--- src/rtl/avalon_lsu_master.sv ---
// Load/store bus master: one request at a time onto the Avalon data bus, with waitrequest
// timeout, interconnect stall generation and load-data formatting.
module avalon_lsu_master #(
  parameter int unsigned TIMEOUT_CYCLES = 256
) (
  input  logic        clk_i,
  input  logic        rst_ni,
  input  logic        req_valid_i,
  output logic        req_ready_o,
  input  logic        req_we_i,
  input  logic [1:0]  req_size_i,
  input  logic        req_unsigned_i,
  input  logic [31:0] req_addr_i,
  input  logic [31:0] req_wdata_i,
  output logic        rsp_valid_o,
  output logic [31:0] rsp_rdata_o,
  output logic [1:0]  rsp_err_o,
  output logic        stall_o,
  output logic [31:0] avalon_addr_o,
  output logic        avalon_read_o,
  output logic        avalon_write_o,
  output logic [3:0]  avalon_byteenable_o,
  output logic [31:0] avalon_writedata_o,
  input  logic        avalon_waitrequest_i,
  input  logic [31:0] avalon_readdata_i
);

  localparam int unsigned CntW = $clog2(TIMEOUT_CYCLES + 1);
  localparam logic [CntW-1:0] CntMax = CntW'(TIMEOUT_CYCLES);

  typedef enum logic [1:0] {StIdle, StBus, StResp} state_e;

  state_e          state;
  logic [31:0]     addr;
  logic [31:0]     wdata;
  logic [1:0]      size;
  logic            we;
  logic            uns;
  logic [1:0]      err;
  logic [CntW-1:0] wait_cnt;

  logic        misaligned;
  logic        in_bus;
  logic        timeout_hit;
  logic [31:0] shifted;

  assign misaligned  = (req_size_i == 2'b01 && req_addr_i[0]) ||
                       (req_size_i == 2'b10 && req_addr_i[1:0] != 2'b00);
  assign in_bus      = (state == StBus);
  // Waitrequest low wins over a timeout landing in the same cycle.
  assign timeout_hit = in_bus && avalon_waitrequest_i && (wait_cnt == CntMax);

  always_ff @(posedge clk_i or negedge rst_ni) begin
    if (!rst_ni) begin
      state    <= StIdle;
      addr     <= '0;
      wdata    <= '0;
      size     <= '0;
      we       <= 1'b0;
      uns      <= 1'b0;
      err      <= 2'b00;
      wait_cnt <= '0;
    end else begin
      case (state)
        StIdle: begin
          if (req_valid_i) begin
            addr     <= req_addr_i;
            wdata    <= req_wdata_i;
            size     <= req_size_i;
            we       <= req_we_i;
            uns      <= req_unsigned_i;
            wait_cnt <= '0;
            if (req_size_i == 2'b11) begin
              err   <= 2'b11;
              state <= StResp;
            end else if (misaligned) begin
              err   <= 2'b01;
              state <= StResp;
            end else begin
              err   <= 2'b00;
              state <= StBus;
            end
          end
        end
        StBus: begin
          if (!avalon_waitrequest_i) begin
            err   <= 2'b00;
            state <= StResp;
          end else if (timeout_hit) begin
            err   <= 2'b10;
            state <= StResp;
          end else if (wait_cnt != CntMax) begin
            wait_cnt <= wait_cnt + 1'b1;
          end
        end
        StResp:  state <= StIdle;
        default: state <= StIdle;
      endcase
    end
  end

  assign req_ready_o    = (state == StIdle);
  assign rsp_valid_o    = (state == StResp);
  assign rsp_err_o      = rsp_valid_o ? err : 2'b00;
  assign stall_o        = in_bus && avalon_waitrequest_i && !timeout_hit;
  assign avalon_read_o  = in_bus && !we && !timeout_hit;
  assign avalon_write_o = in_bus && we && !timeout_hit;
  assign avalon_addr_o  = in_bus ? addr : 32'h0;

  always_comb begin
    avalon_byteenable_o = 4'b0000;
    avalon_writedata_o  = 32'h0;
    if (in_bus) begin
      unique case (size)
        2'b00: begin
          avalon_byteenable_o = 4'b0001 << addr[1:0];
          avalon_writedata_o  = {4{wdata[7:0]}};
        end
        2'b01: begin
          avalon_byteenable_o = 4'b0011 << addr[1:0];
          avalon_writedata_o  = {2{wdata[15:0]}};
        end
        default: begin
          avalon_byteenable_o = 4'b1111;
          avalon_writedata_o  = wdata;
        end
      endcase
    end
  end

  assign shifted = avalon_readdata_i >> {addr[1:0], 3'b000};

  always_comb begin
    rsp_rdata_o = 32'h0;
    if (rsp_valid_o && !we && err == 2'b00) begin
      unique case (size)
        2'b00:   rsp_rdata_o = {{24{shifted[7] & ~uns}}, shifted[7:0]};
        2'b01:   rsp_rdata_o = {{16{shifted[15] & ~uns}}, shifted[15:0]};
        default: rsp_rdata_o = shifted;
      endcase
    end
  end

endmodule
--- config.mk ---
export PLATFORM = sky130hd
export DESIGN_NAME = avalon_lsu_master
export DESIGN_NICKNAME = d
export VERILOG_FILES = /design/src/rtl/avalon_lsu_master.sv
export SDC_FILE = /design/constraint.sdc
export NUM_CORES = 1
export LEC_CHECK = 0
export CAP_MARGIN = 20
export CELL_PAD_IN_SITES_DETAIL_PLACEMENT = 1
export CELL_PAD_IN_SITES_GLOBAL_PLACEMENT = 1
export CORE_MARGIN = 8
export CORE_UTILIZATION = 32
export CTS_CLUSTER_DIAMETER = 150
export DETAILED_ROUTE_END_ITERATION = 8
export MAX_ROUTING_LAYER = met4
export PLACE_DENSITY = 0.89
export SLEW_MARGIN = 0
export SYNTH_ARGS = -nofsm -noshare
export SYNTH_HDL_FRONTEND = slang
export SYNTH_SLANG_ARGS = --single-unit
--- constraint.sdc ---
create_clock -name clk_i -period 3.6 [get_ports clk_i]
set_input_delay 0.54 -clock clk_i [delete_from_list [all_inputs] [get_ports clk_i]]
set_output_delay 0.54 -clock clk_i [all_outputs]
set_load 0.05 [all_outputs]
Figure 1. The metal 1 layer.
Bar = 50 um.
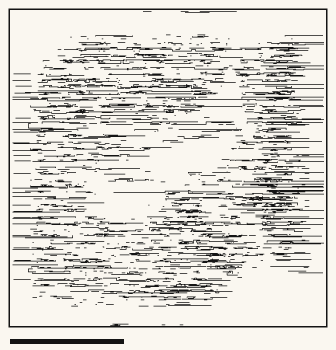
longest straight run	40.0 um
main direction	horizontal
drt total wl: 18400 um
Vias: 4949
M1 GR Usage: 22.4%

Figure 2. M2 wires.
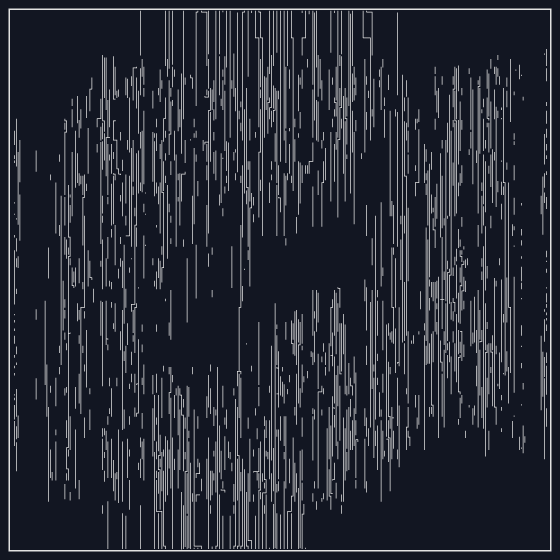
wire length on this layer	9100 um
longest straight run	68.3 um
share of all routed wire	50%
M2 GR Usage: 32.7%

Figure 3. Met3 routing.
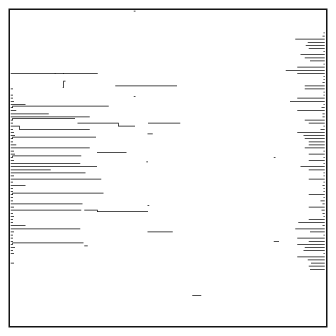
main direction	horizontal
nets with wire on the layer	139
wire length on this layer	1210 um
met3 global-route usage: 6.03%

Figure 4. Congestion heat map.
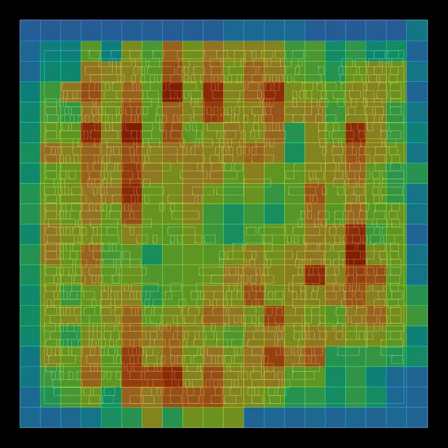
Util after Layout: 52.2%
Routed wire per std cell: 18.4 um
GRT Resource Usage Total: 19.4%
busiest layer in global routing: met2

==> flow_summary.json <==
{
  "outcome": "finished, final reports clean",
  "worst-path-buf-inv": 2,
  "syn_area_um2": 4780,
  "fin_tns_setup_ns": 0,
  "antenna_found_initial": 0,
  "r2r_start": "state[0]",
  "die_w_um": 138,
  "cts_sinks": 81,
  "drc_errors": 0,
  "drv_slew": 0,
  "cts_tree": "done",
  "insertion_delay_ns": 0.33,
  "rows": 44,
  "die_area_um2": 19100,
  "fin_cells": 1000,
  "core_um2": 14600,
  "tritoncts.num_buffers": 9,
  "layout_worst_path_cycle_share_pct": 89.9,
  "cts.reportedPaths.clkPinSlew_ns": 0.06,
  "cts_hold_buf": 0,
  "grt_max_degree": 82,
  "fill_cells": 1716,
  "clkPwrFrac_pct": 21.9,
  "cp_top_family": "buffers and inverters",
  "drive_gt1_share_pct": 9.31,
  "cts_setup_buffers": 0,
  "fp_nets": 722,
  "cp.depth": 4,
  "maxCapViolations": 0,
  "warnings": 27,
  "nets": 918,
  "dpl.cell_count": 984,
  "hold_viol": 0,
  "holdCritPathClass": "in -> async",
  "cp.required_ns": 3.06,
  "ant_nets": 0,
  "p_switching_uw": 1810,
  "dpl_cell_area_um2": 7300,
  "timing.final.crit_period_ns": 3.23,
  "grt.overflow.total": 0,
  "gp_congestion": 0.832,
  "grt_pass1_wl_um": 29500,
  "p_leak_uw": 0.00347,
  "cp_cell_sequence": "buf_4 -> a211oi_1 -> a211oi_1 -> clkdlybuf4s50_1",
  "rsz0062_at_grt": "false",
  "vias_per_cell": 4.95,
  "report.final.setup_viol": 0,
  "path_max_fanout": 24,
  "critical_path_class": "reg -> out",
  "yosys.area.top_type": "dfrtp_1",
  "power.density_nw_per_um2": 560,
  "ys_cells": 616,
  "r2r-end": "wdata[14]",
  "dp_slack_ns": 0.631,
  "drt_iter0_drc": 200,
  "io_pins": 211,
  "fmax_ghz": 0.309,
  "port_buffers": 210,
  "grt_pass1_vias": 5269,
  "initial_utilization_pct": 32.8,
  "cts_buffer_depth": 2,
  "vdd_drop_max_v": 0.000283,
  "setup.worst_path.end_class": "output port",
  "worst_slack_ns": 0.365,
  "synth_top_area_share_pct": 42.4,
  "ff2ff_path_depth": 5,
  "cp.arrival_ns": 2.69,
  "seqPwrFrac_pct": 32.7,
  "r2r_slack_ns": 1.86,
  "ys_warn_count": 0,
  "synth_cell_types": 45,
  "syn_to_final_growth_pct": 59.5,
  "clockRootBuffer": "clkbuf_16",
  "slowest_stage": "dfrtp_1",
  "diodes": 0,
  "internal_power_uw": 2460,
  "crit_top_cell": "a211oi_1"
}
worst register-to-register path: cells and delay by family (launching register included):
kind / cells / cell delay [ns]
simple gates: 4 / 0.84
flops: 1 / 0.49
buf+inv: 1 / 0.35
per-layer routing:
layer	vias to the layer above	track usage, %	part of all wire [%]
li1	2397	-	-
met1	2387	22.4	43
met2	152	32.7	50
met3	13	6.03	6.6
met4	0	3.83	0.91
met5	-	-	0
worst max path at each step:
stage / from / to / slack, ns
after global placement: avalon_readdata_i[31] / rsp_rdata_o[7] / 0.68
after CTS: addr[0] / rsp_rdata_o[6] / 0.33
after floorplan: state[0] / rsp_rdata_o[5] / 0.62
after global routing: we / rsp_rdata_o[0] / 0.16
final: addr[0] / rsp_rdata_o[6] / 0.37
after detailed placement: avalon_readdata_i[31] / rsp_rdata_o[7] / 0.63
registers in the layout (all words and copies together), names as in the netlist:
name      cells
addr         32
wdata        32
wait_cnt      9
err           2
size          2
state         2
uns           1
we            1
metrics by stage:
stage          total power [uW]  hold WS (ns)
4_1_cts                    4320         0.447
5_1_grt                    4530         0.166
3_3_place_gp               3310         0.448
6_report                   4270         0.146
2_1_floorplan              2580         0.244
3_5_place_dp               3360         0.454
cells in the mapped netlist (all sizes together):
master,number
a211oi,16
a21o,8
a21oi,33
a311oi,1
and2,49
and2b,1
and3,2
buf,15
clkbuf,24
dfrtp,81
ha,2
inv,6
mux2i,34
mux4,1
nand2,231
nand2b,1
nand3,3
nand3b,1
nand4,1
nand4b,1
nor2,42
nor2b,11
nor3,10
nor4,1
o211ai,1
o21a,1
o21ai,19
o21bai,2
o221ai,1
o311a,1
o31a,1
o31ai,3
or2,3
or3,3
or4,1
xnor2,5
cell usage in the layout, fill, tap and decap left out, types with 2 or more instances in the layout:
master	n
nand2_1	229
clkdlybuf4s50_1	175
dfrtp_1	81
nor2_1	42
and2_1	41
mux2i_1	34
a21oi_1	33
buf_12	27
buf_4	21
a211oi_1	16
o21ai_0	11
nor2b_1	10
nor3_1	9
clkbuf_16	9
a21o_1	8
o21ai_1	8
and2_0	7
inv_1	6
xnor2_1	5
or3_1	3
nand3_1	3
o21bai_1	2
or2_2	2
nand2_2	2
o31ai_2	2
and3_1	2
ha_1	2
clkinv_2	2
power by group through the flow:
| stage | registers (uW) | clock network (uW) | logic, uW |
|---|---|---|---|
| 6_report | 1390 | 936 | 1940 |
| 3_3_place_gp | 1400 | 0 | 1910 |
| 3_5_place_dp | 1410 | 0 | 1950 |
| 5_1_grt | 1430 | 992 | 2100 |
| 2_1_floorplan | 1290 | 0 | 1290 |
| 4_1_cts | 1400 | 962 | 1960 |
kinds of logic after synthesis:
logic type               Yosys count  synth area share, %
AND-OR/OR-AND                     87                 11.5
XOR/XNOR                           5                0.916
adder cells (fa/ha/maj)            2                0.523
buffers and inverters             45                 3.90
flip-flops                        81                 42.4
multiplexers                      35                 7.59
AND/OR/NAND/NOR                  361                 33.1
layout make-up:
class | count | area [um^2] | area share, %
clock inverter | 5 | 56.3 | 0.739
timing repair buffer | 224 | 2480 | 32.5
multi-input combinational | 490 | 2570 | 33.7
inverter | 6 | 22.5 | 0.295
clock buffer | 10 | 239 | 3.14
sequential | 81 | 2030 | 26.6
tap | 184 | 230 | 3.02
No activity file was given, so power comes from the tool's default toggle rates.
